<file path="config.mk">
export PLATFORM = sky130hd
export DESIGN_NAME = bcd_time_counter_flat
export DESIGN_NICKNAME = d
export VERILOG_FILES = /design/src/rtl/bcd_time_counter_if.sv /design/src/rtl/bcd_time_counter.sv /design/src/flat_wrapper.sv
export SDC_FILE = /design/constraint.sdc
export NUM_CORES = 1
export LEC_CHECK = 0
export CAP_MARGIN = 5
export CORE_MARGIN = 2
export CORE_UTILIZATION = 42
export CTS_CLUSTER_SIZE = 40
export DETAILED_ROUTE_END_ITERATION = 8
export GPL_ROUTABILITY_DRIVEN = 1
export PLACE_DENSITY_LB_ADDON = 0.08
export RECOVER_POWER = 25
export SYNTH_ARGS = -nofsm -noshare
export SYNTH_HDL_FRONTEND = slang
export SYNTH_SLANG_ARGS = --single-unit
</file>
<file path="constraint.sdc">
create_clock -name clk -period 1.85 [get_ports clk]
set_input_delay 0.185 -clock clk [delete_from_list [all_inputs] [get_ports clk]]
set_output_delay 0.185 -clock clk [all_outputs]
set_load 0.1 [all_outputs]
</file>
<file path="src/rtl/bcd_time_counter_if.sv">
// bcd_time_counter_if -- connects the time-of-day counter to its driver
// (the clock divider and the time-set logic) and to its consumers (the
// display and the alarm compare).
//   tick              one-cycle advance strobe
//   time_in           packed BCD time to load ({HH,MM} or {HH,MM,SS})
//   pm_in             AM/PM of the loaded time (12-hour mode only)
//   load_new_time     load request
//   current_time_out  current packed BCD time
//   pm_out            PM indicator
//   day_rollover      one-cycle pulse on the midnight wrap
//   load_error        one-cycle pulse when a load is rejected
interface bcd_time_counter_if #(
  parameter int TW = 16
);
  logic          tick;
  logic [TW-1:0] time_in;
  logic          pm_in;
  logic          load_new_time;
  logic [TW-1:0] current_time_out;
  logic          pm_out;
  logic          day_rollover;
  logic          load_error;

  modport master (
    output tick, time_in, pm_in, load_new_time,
    input  current_time_out, pm_out, day_rollover, load_error
  );

  modport slave (
    input  tick, time_in, pm_in, load_new_time,
    output current_time_out, pm_out, day_rollover, load_error
  );
endinterface

</file>
<file path="src/rtl/bcd_time_counter.sv">
// bcd_time_counter -- packed BCD time-of-day counter (HH:MM or HH:MM:SS),
// 12-hour with AM/PM or 24-hour. Advances one unit per tick, accepts
// validated parallel loads, and flags the midnight wrap and rejected loads.
// Ports:
//   clk    rising-edge clock
//   reset  synchronous, active-low reset
//   bus    bcd_time_counter_if slave (tick/load in, time/pm/flags out)
module bcd_time_counter #(
  parameter bit HAS_SECONDS = 1'b0,
  parameter bit MODE_24H    = 1'b0
) (
  input  logic               clk,
  input  logic               reset,
  bcd_time_counter_if.slave  bus
);
  localparam int TW = HAS_SECONDS ? 24 : 16;

  logic [7:0] hh_q, mm_q, ss_q;
  logic [7:0] hh_n, mm_n, ss_n;
  logic       pm_q, pm_n;
  logic       roll_q, roll_n;
  logic       err_q, err_n;
  logic [7:0] ld_hh, ld_mm, ld_ss;
  logic       ld_ok;
  logic       c_s, c_m;

  function automatic logic [7:0] bcd_inc(input logic [7:0] v);
    if (v[3:0] == 4'd9) return {v[7:4] + 4'd1, 4'd0};
    else                return {v[7:4], v[3:0] + 4'd1};
  endfunction

  function automatic logic hr_ge12(input logic [7:0] h);
    return (h[7:4] >= 4'd2) || ((h[7:4] == 4'd1) && (h[3:0] >= 4'd2));
  endfunction

  assign ld_hh = bus.time_in[TW-1 -: 8];
  assign ld_mm = bus.time_in[TW-9 -: 8];

  generate
    if (HAS_SECONDS) begin : g_sec
      assign ld_ss                = bus.time_in[7:0];
      assign bus.current_time_out = {hh_q, mm_q, ss_q};
    end else begin : g_nosec
      assign ld_ss                = 8'h00;
      assign bus.current_time_out = {hh_q, mm_q};
    end
  endgenerate

  assign bus.pm_out       = pm_q;
  assign bus.day_rollover = roll_q;
  assign bus.load_error   = err_q;

  always_comb begin
    ld_ok = (ld_hh[3:0] <= 4'd9) && (ld_mm[7:4] <= 4'd5) && (ld_mm[3:0] <= 4'd9) &&
            (ld_ss[7:4] <= 4'd5) && (ld_ss[3:0] <= 4'd9);
    if (MODE_24H)
      ld_ok = ld_ok && ((ld_hh[7:4] <= 4'd1) || ((ld_hh[7:4] == 4'd2) && (ld_hh[3:0] <= 4'd3)));
    else
      ld_ok = ld_ok && (((ld_hh[7:4] == 4'd0) && (ld_hh[3:0] != 4'd0)) ||
                        ((ld_hh[7:4] == 4'd1) && (ld_hh[3:0] <= 4'd2)));
  end

  always_comb begin
    hh_n   = hh_q;
    mm_n   = mm_q;
    ss_n   = ss_q;
    pm_n   = pm_q;
    roll_n = 1'b0;
    err_n  = 1'b0;
    c_s    = 1'b0;
    c_m    = 1'b0;
    if (bus.load_new_time) begin
      // A load wins over a coincident tick; the tick is simply dropped.
      if (ld_ok) begin
        hh_n = ld_hh;
        mm_n = ld_mm;
        ss_n = ld_ss;
        pm_n = MODE_24H ? hr_ge12(ld_hh) : bus.pm_in;
      end else begin
        err_n = 1'b1;
      end
    end else if (bus.tick) begin
      if (HAS_SECONDS) begin
        if (ss_q == 8'h59) begin
          ss_n = 8'h00;
          c_s  = 1'b1;
        end else begin
          ss_n = bcd_inc(ss_q);
        end
      end else begin
        c_s = 1'b1;
      end
      if (c_s) begin
        if (mm_q == 8'h59) begin
          mm_n = 8'h00;
          c_m  = 1'b1;
        end else begin
          mm_n = bcd_inc(mm_q);
        end
      end
      if (c_m) begin
        if (MODE_24H) begin
          if (hh_q == 8'h23) begin
            hh_n   = 8'h00;
            roll_n = 1'b1;
          end else begin
            hh_n = bcd_inc(hh_q);
          end
          pm_n = hr_ge12(hh_n);
        end else if (hh_q == 8'h12) begin
          hh_n = 8'h01;
        end else if (hh_q == 8'h11) begin
          // 11 -> 12 flips AM/PM; coming out of PM this is midnight.
          hh_n   = 8'h12;
          pm_n   = ~pm_q;
          roll_n = pm_q;
        end else begin
          hh_n = bcd_inc(hh_q);
        end
      end
    end
  end

  always_ff @(posedge clk) begin
    if (!reset) begin
      hh_q   <= MODE_24H ? 8'h00 : 8'h12;
      mm_q   <= 8'h00;
      ss_q   <= 8'h00;
      pm_q   <= 1'b0;
      roll_q <= 1'b0;
      err_q  <= 1'b0;
    end else begin
      hh_q   <= hh_n;
      mm_q   <= mm_n;
      ss_q   <= ss_n;
      pm_q   <= pm_n;
      roll_q <= roll_n;
      err_q  <= err_n;
    end
  end
endmodule

</file>
<file path="src/flat_wrapper.sv">
// flat-port wrapper written by rule: the top's interface ports become plain ports
module bcd_time_counter_flat 
#(
  parameter bit HAS_SECONDS = 1'b0,
  parameter bit MODE_24H    = 1'b0
)
  (clk, reset, bus_tick, bus_time_in, bus_pm_in, bus_load_new_time, bus_current_time_out, bus_pm_out, bus_day_rollover, bus_load_error);
  bcd_time_counter_if #(.TW(16)) bus_i ();
  input  logic clk;
  input  logic reset;
  input wire logic [$bits(bus_i.tick)-1:0] bus_tick;
  input wire logic [$bits(bus_i.time_in)-1:0] bus_time_in;
  input wire logic [$bits(bus_i.pm_in)-1:0] bus_pm_in;
  input wire logic [$bits(bus_i.load_new_time)-1:0] bus_load_new_time;
  output wire logic [$bits(bus_i.current_time_out)-1:0] bus_current_time_out;
  output wire logic [$bits(bus_i.pm_out)-1:0] bus_pm_out;
  output wire logic [$bits(bus_i.day_rollover)-1:0] bus_day_rollover;
  output wire logic [$bits(bus_i.load_error)-1:0] bus_load_error;
  assign bus_i.tick = bus_tick;
  assign bus_i.time_in = bus_time_in;
  assign bus_i.pm_in = bus_pm_in;
  assign bus_i.load_new_time = bus_load_new_time;
  assign bus_current_time_out = bus_i.current_time_out;
  assign bus_pm_out = bus_i.pm_out;
  assign bus_day_rollover = bus_i.day_rollover;
  assign bus_load_error = bus_i.load_error;
  bcd_time_counter #(.HAS_SECONDS(HAS_SECONDS), .MODE_24H(MODE_24H)) u_core (.clk(clk), .reset(reset), .bus(bus_i));
endmodule
</file>
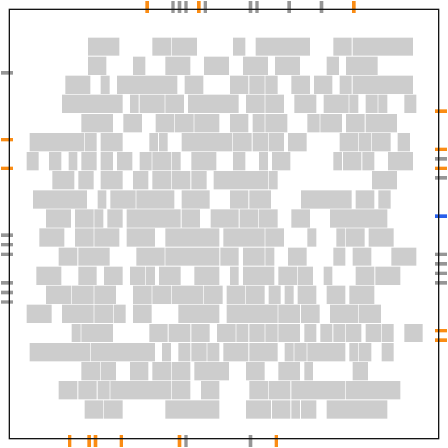
*Ports around the boundary, run 1*
Pins as bars across the die edge, other pins in grey.
Key: blue = `bus_day_rollover` [pins 1, direction output, edge right]; orange = `bus_current_time_out` [pins 16, direction output, edge 6 bottom, 5 right, 3 top, 2 left]

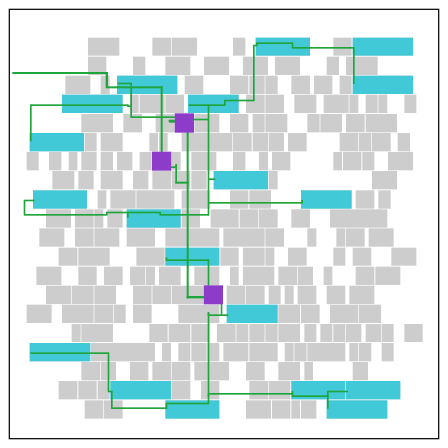
*Clock network drawn from the DEF, run 1*
Key: green = clock wires [length 297 um]; purple = cells driving clock nets [count 3]; cyan = flip-flops [count 19]
Position of the flops: widely spread. There are 4 routed clock nets.

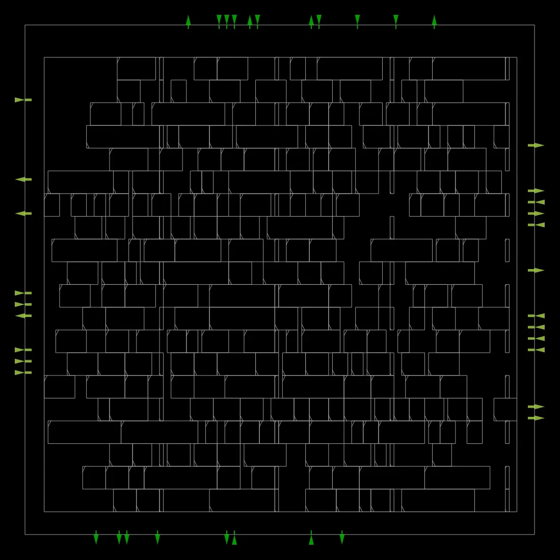
*Cell outlines without signal wires, run 1*
FILL cells: 276
# Taps: 44

==> results_slide.txt, run 1 <==
Flow Results at a Glance

Outcome
  – Status: finished, violations left
  – Violated checks: setup timing

Clocking
  – Clk Tree Root Cell: clkbuf_4
  – CTS Buf Count: 3
  – Post-CTS Repair Setup Buffers: 5
  – Clock sink total: 19
  – Post_cts resized: 5
  – Post-CTS Hold Buffers: 0

Synth
  – Yosys top cell by instances: dfxtp_1
  – EDFF count, synth: 0
  – Synth Warn #: 0
  – Flops out of synthesis: 19
  – # Cells Yosys: ~160
  – Fraction of registers with async set/reset: 0%
  – Floorplan Nets: between 150 and 200
  – Cells taking the most area after synthesis: dfxtp_1 (28%), ha_1 (5.5%), nand2_1 (3.9%)
  – Syn_area_per_cell: 8.69 um^2
  – Mux frac, synth: roughly 2.4%
  – Top cells by count, synth: dfxtp_1 (19), nand2_1 (14), a21oi_1 (10), o21ai_0 (10), inv_1 (8)
  – Mapped cell area: around 1400 um^2
  – Comb area leader: AND-OR/OR-AND gates
  – Mapped Cells: 157

Finish
  – Share of layout cells above drive strength 1: 42.1%
  – Most frequent logic cell in the layout: buf_4
  – Layout area overhead: 55.9%
  – Comb/total area: between 40% and 50%
  – Data buffer area share: 29.5%
  – Layout Cell Area excl Fill: 2130 um^2
  – Non-clk invs: 9
  – Final Util: 69.1%
  – MI comb cells: between 100 and 150
  – # diodes: 0
  – Clock buffer count: 3
  – Fraction of area in registers: about a fifth
  – Clock-cell share of area: under 10%
  – Nets@finish: between 200 and 300

Worst setup path
  – CP endpoint: u_core.hh_q[6]
  – Max stage delay on crit path: about 450 ps
  – R2r startpoint: u_core.hh_q[5]
  – WS Path Type: register to register
  – R2R cell count: 7
  – Crit path DRT: 2050 ps

Pwr
  – Pwr/cell area: about 420 nW/um^2
  – Cell-internal power: between 0.6 and 0.7 mW
  – Flop pwr share: between 40 and 50%
  – Leak Pwr: 0.883 nW
  – NetSw: about 0.3 mW
  – Clock share of power: 25.3%
  – Clock Power: 0.229 mW
  – Comb power frac: between 20 and 30%
  – Comb group: roughly 0.26 mW

Timing
  – Worst slew margin: about 64%
  – Pin slew with the least headroom to its limit: approximately 540 ps
  – Count of final setup violators: 3
  – RSZ-0062 raised after global routing: true
  – F_max: 516 MHz
  – Post-route clock period utilization: 105%
  – Fin. Hold Viols: 0
  – Hold Worst Slack: around 510 ps
  – Post-route setup slack: -88.8 ps
  – Min Tclk post-route: between 1500 and 2000 ps

Route
  – Met3 WL post-DR: roughly 170 um
  – Detailed Route WL: approximately 4000 um
  – Post-detailed-route count of antenna-violating nets: 0
  – Avg Vias per Cell: 5.58
  – # DRC: 0
  – Routed length per placed instance: 14.6 um
  – M1 wire length: ~1800 um

Global routing
  – Met3 global-route usage: under 10%
  – Number of global-route vias before repair: approximately 1,400
  – Initial antenna violation count: 0
  – GRT Residual Overflow: 0
  – GRT Util Overall: 22.4%
  – Largest net degree at the start of global routing: 19

Floorplan
  – Rows: 20
  – Die H: a little over 60 um

Placed design
  – Placed cell count: 265
  – Port bufs: 39
  – Placement Cell Area: 2000 um^2
  – Pre-CTS WS: -371 ps

Worst hold path
  – Worst hold stages: 3
  – Worst hold path type: primary input to register
==> run 2: changes to the inputs <==
CORE_UTILIZATION = 45   (was 42)
clock period = 2.1 ns   (was 1.85 ns; I/O delays follow)
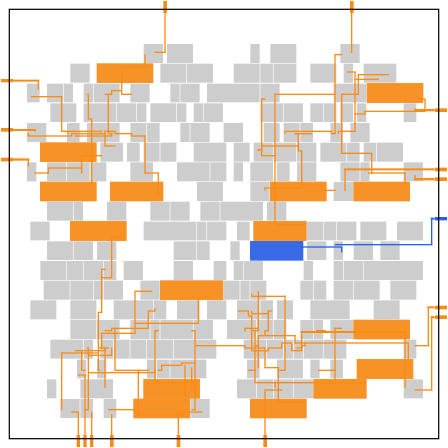
*I/O nets highlighted, run 2*
Key: blue = `bus_day_rollover` [bits 1, direction output, edge right, end cells 1, buffers 1, wire 23.3 um]; orange = `bus_current_time_out` [bits 16, direction output, edge 6 bottom, 5 right, 3 left, 2 top, end cells 16, buffers 16, wire 682 um]

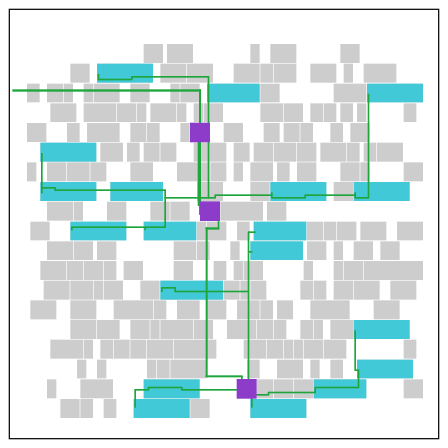
*Clock network drawn from the DEF, run 2*
Key: green = clock wires [length 286 um]; purple = cells driving clock nets [count 3]; cyan = flip-flops [count 19]
There are 4 routed clock nets. Position of the flops: widely spread.

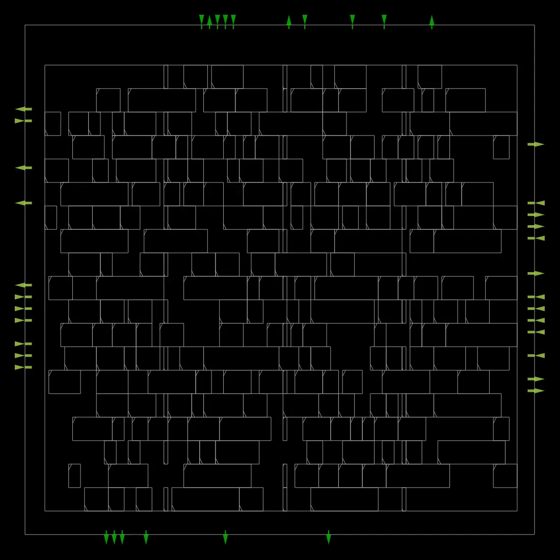
*Cell outlines without signal wires, run 2*
Rows: 19
registers: 19

==> run 2 against run 1 <==
The run now ends clean. Cell count decreased by 13%. Critical path type unchanged. Design area down 13%. Die area fell by 6.2%. Utilization decreased by 4.0 points. Highest routed layer unchanged. Sequential power shrank 11%.
==> results_slide.txt, run 2 <==
Flow Results at a Glance

Pwr
  – Worst VDD drop: 0.000253 V (was 0.000257 V)
  – Flop pwr share: 49.1% (was 46.4%)
  – Pwr/cell area: 414 nW/um^2 (was 425 nW/um^2)
  – Power, Total: 0.763 mW (was 0.903 mW)
  – Seq. pwr: 0.375 mW (was 0.419 mW)
  – Cell-internal power: 0.522 mW (was 0.604 mW)
  – Clock Power: 0.195 mW (was 0.229 mW)
  – Leak Pwr: 0.746 nW (was 0.883 nW)
  – Largest Pwr Group: registers (unchanged)
  – NetSw: 0.242 mW (was 0.299 mW)
  – Clock share of power: 25.5% (was 25.3%)
  – Comb group: 0.194 mW (was 0.256 mW)
  – Net Sw Frac: 31.6% (was 33.1%)
  – Comb power frac: 25.4% (was 28.3%)

Outcome
  – Status: finished clean (was finished, violations left)

Timing
  – Post-route clock period utilization: 95.3% (was 105%)
  – Post-route setup slack: 97.9 ps (was -88.8 ps)
  – Worst slew margin: 21.2% (was 64.2%)
  – Fin. Hold Viols: 0 (unchanged)
  – Final Max Slew Viols: 0 (unchanged)
  – Count of final setup violators: 0 (was 3)
  – Hold Worst Slack: 504 ps (was 511 ps)
  – Min Tclk post-route: 2000 ps (was 1940 ps)
  – F_max: 499 MHz (was 516 MHz)
  – RSZ-0062 raised after global routing: true (unchanged)
  – Pin slew with the least headroom to its limit: 1190 ps (was 540 ps)

Route
  – M1 wire length: 1600 um (was 1830 um)
  – Routed length per placed instance: 14.1 um (was 14.6 um)
  – Post-detailed-route count of antenna-violating nets: 0 (unchanged)
  – Detailed Route WL: 3410 um (was 4030 um)
  – # DRC: 0 (unchanged)
  – Avg Vias per Cell: 5.89 (was 5.58)
  – Met3 WL post-DR: 207 um (was 171 um)

Floorplan
  – # Taps: 31 (was 44)
  – Core Region: 2830 um^2 (was 3080 um^2)
  – Die H: 59.1 um (was 61.0 um)
  – Fp util: 48.2% (was 44.3%)
  – I/O pin cnt: 40 (unchanged)

Synth
  – Yosys synthesis chip area: 1360 um^2 (unchanged)
  – # Cells Yosys: 157 (unchanged)
  – Synth Seq Share: 27.9% (unchanged)
  – AO/OA Area Share: 34.5% (unchanged)
  – Mux frac, synth: 2.39% (unchanged)
  – Mapped Cells: 157 (unchanged)
  – Synth Warn #: 0 (unchanged)
  – Yosys top cell by instances: dfxtp_1 (unchanged)
  – Biggest area consumer among synthesized cells: dfxtp_1 (unchanged)
  – XORs/XNORs by Area: 0.642% (unchanged)
  – Comb area leader: AND-OR/OR-AND gates (unchanged)
  – Syn_area_per_cell: 8.69 um^2 (unchanged)
  – Main flop type: dfxtp_1 (unchanged)
  – Cells taking the most area after synthesis: dfxtp_1 (28%), ha_1 (5.5%), nand2_1 (3.9%) (unchanged)
  – Fraction of registers with async set/reset: 0% (unchanged)
  – EDFF count, synth: 0 (unchanged)
  – Floorplan Nets: 184 (unchanged)
  – Top cells by count, synth: dfxtp_1 (19), nand2_1 (14), a21oi_1 (10), o21ai_0 (10), inv_1 (8) (unchanged)
  – Flops out of synthesis: 19 (unchanged)
  – Mapped cell area: 1360 um^2 (unchanged)

Finish
  – Data buffer area share: 24.0% (was 29.5%)
  – Share of layout cells above drive strength 1: 28.0% (was 42.1%)
  – # diodes: 0 (unchanged)
  – Layout area overhead: 35.0% (was 55.9%)
  – MI comb cells: 123 (unchanged)
  – Final Util: 65.1% (was 69.1%)
  – Fraction of area in registers: 21.7% (was 19.7%)
  – Comb/total area: 48.9% (was 45.3%)
  – Clock-cell share of area: 1.43% (was 1.29%)
  – Biggest regs: u_core.hh_q (8), u_core.mm_q (8) (unchanged)
  – Most frequent cells in the layout: buf_4 (27), clkdlybuf4s50_1 (20), nand2_1 (14), dfxtp_2 (12) (was buf_4 (47), clkdlybuf4s50_1 (20), nand2_1 (14), a21oi_1 (9), dfxtp_2 (9))
  – Clock buffer count: 4 (was 3)
  – Layout Cell Area excl Fill: 1840 um^2 (was 2130 um^2)
  – Most frequent logic cell in the layout: buf_4 (unchanged)
  – Nets@finish: 239 (was 261)
  – FILL cells: 264 (was 276)
  – Non-clk invs: 9 (unchanged)

Clocking
  – Clock sink total: 19 (unchanged)
  – CTS Buf Count: 3 (unchanged)
  – Clk_lat worst skew: 310 ps (was 320 ps)
  – Post-CTS Repair Setup Buffers: 0 (was 5)
  – Clk Tree Root Cell: clkbuf_4 (unchanged)
  – Reg clk slew, reported paths: 120 ps (was 130 ps)
  – Post_cts resized: 0 (was 5)
  – Post-CTS Hold Buffers: 0 (unchanged)

Worst setup path
  – Slowest library cell on the worst path: or4b_4 (unchanged)
  – CP endpoint: u_core.hh_q[7] (was u_core.hh_q[6])
  – Startpoint types: register (unchanged)
  – Critical-path cell list: inv_1 > ha_1 > or4b_4 > o41a_1 > o21ai_4 > a21oi_1 > a311oi_2 (was inv_4 > ha_4 > or4b_4 > o41a_1 > o21ai_4 > a31oi_1 > a41o_1)
  – Worst Path Arrival: 2220 ps (was 2140 ps)
  – Critical Path Sink Type: register (unchanged)
  – Worst Setup SP: u_core.hh_q[5] (unchanged)
  – R2r startpoint: u_core.hh_q[5] (unchanged)
  – WS Path Type: register to register (unchanged)
  – R2R cell count: 7 (unchanged)
  – Max stage delay on crit path: 480 ps (was 450 ps)
  – Crit path DRT: 2310 ps (was 2050 ps)

Global routing
  – First-pass GRT wire length: 5840 um (was 6320 um)
  – Initial antenna violation count: 0 (unchanged)
  – Largest net degree at the start of global routing: 16 (was 19)
  – GRT Residual Overflow: 0 (unchanged)
  – Number of global-route vias before repair: 1,348 (was 1,394)
  – GRT Util Overall: 21.5% (was 22.4%)
  – Met3 global-route usage: 3.49% (was 2.99%)

Worst hold path
  – Worst hold path type: register to register (was primary input to register)
  – Worst hold stages: 1 (was 3)

Placed design
  – Placement Cell Area: 1840 um^2 (was 2000 um^2)
  – GPL Wtd Cong: 0.780 (was 0.848)
  – Port bufs: 39 (unchanged)
  – Placed cell count: 238 (was 265)
  – Pre-CTS WS: -136 ps (was -371 ps)

Run
  – Max Cap Violations: 0 (unchanged)
Power is estimated from default activity; no workload was simulated.
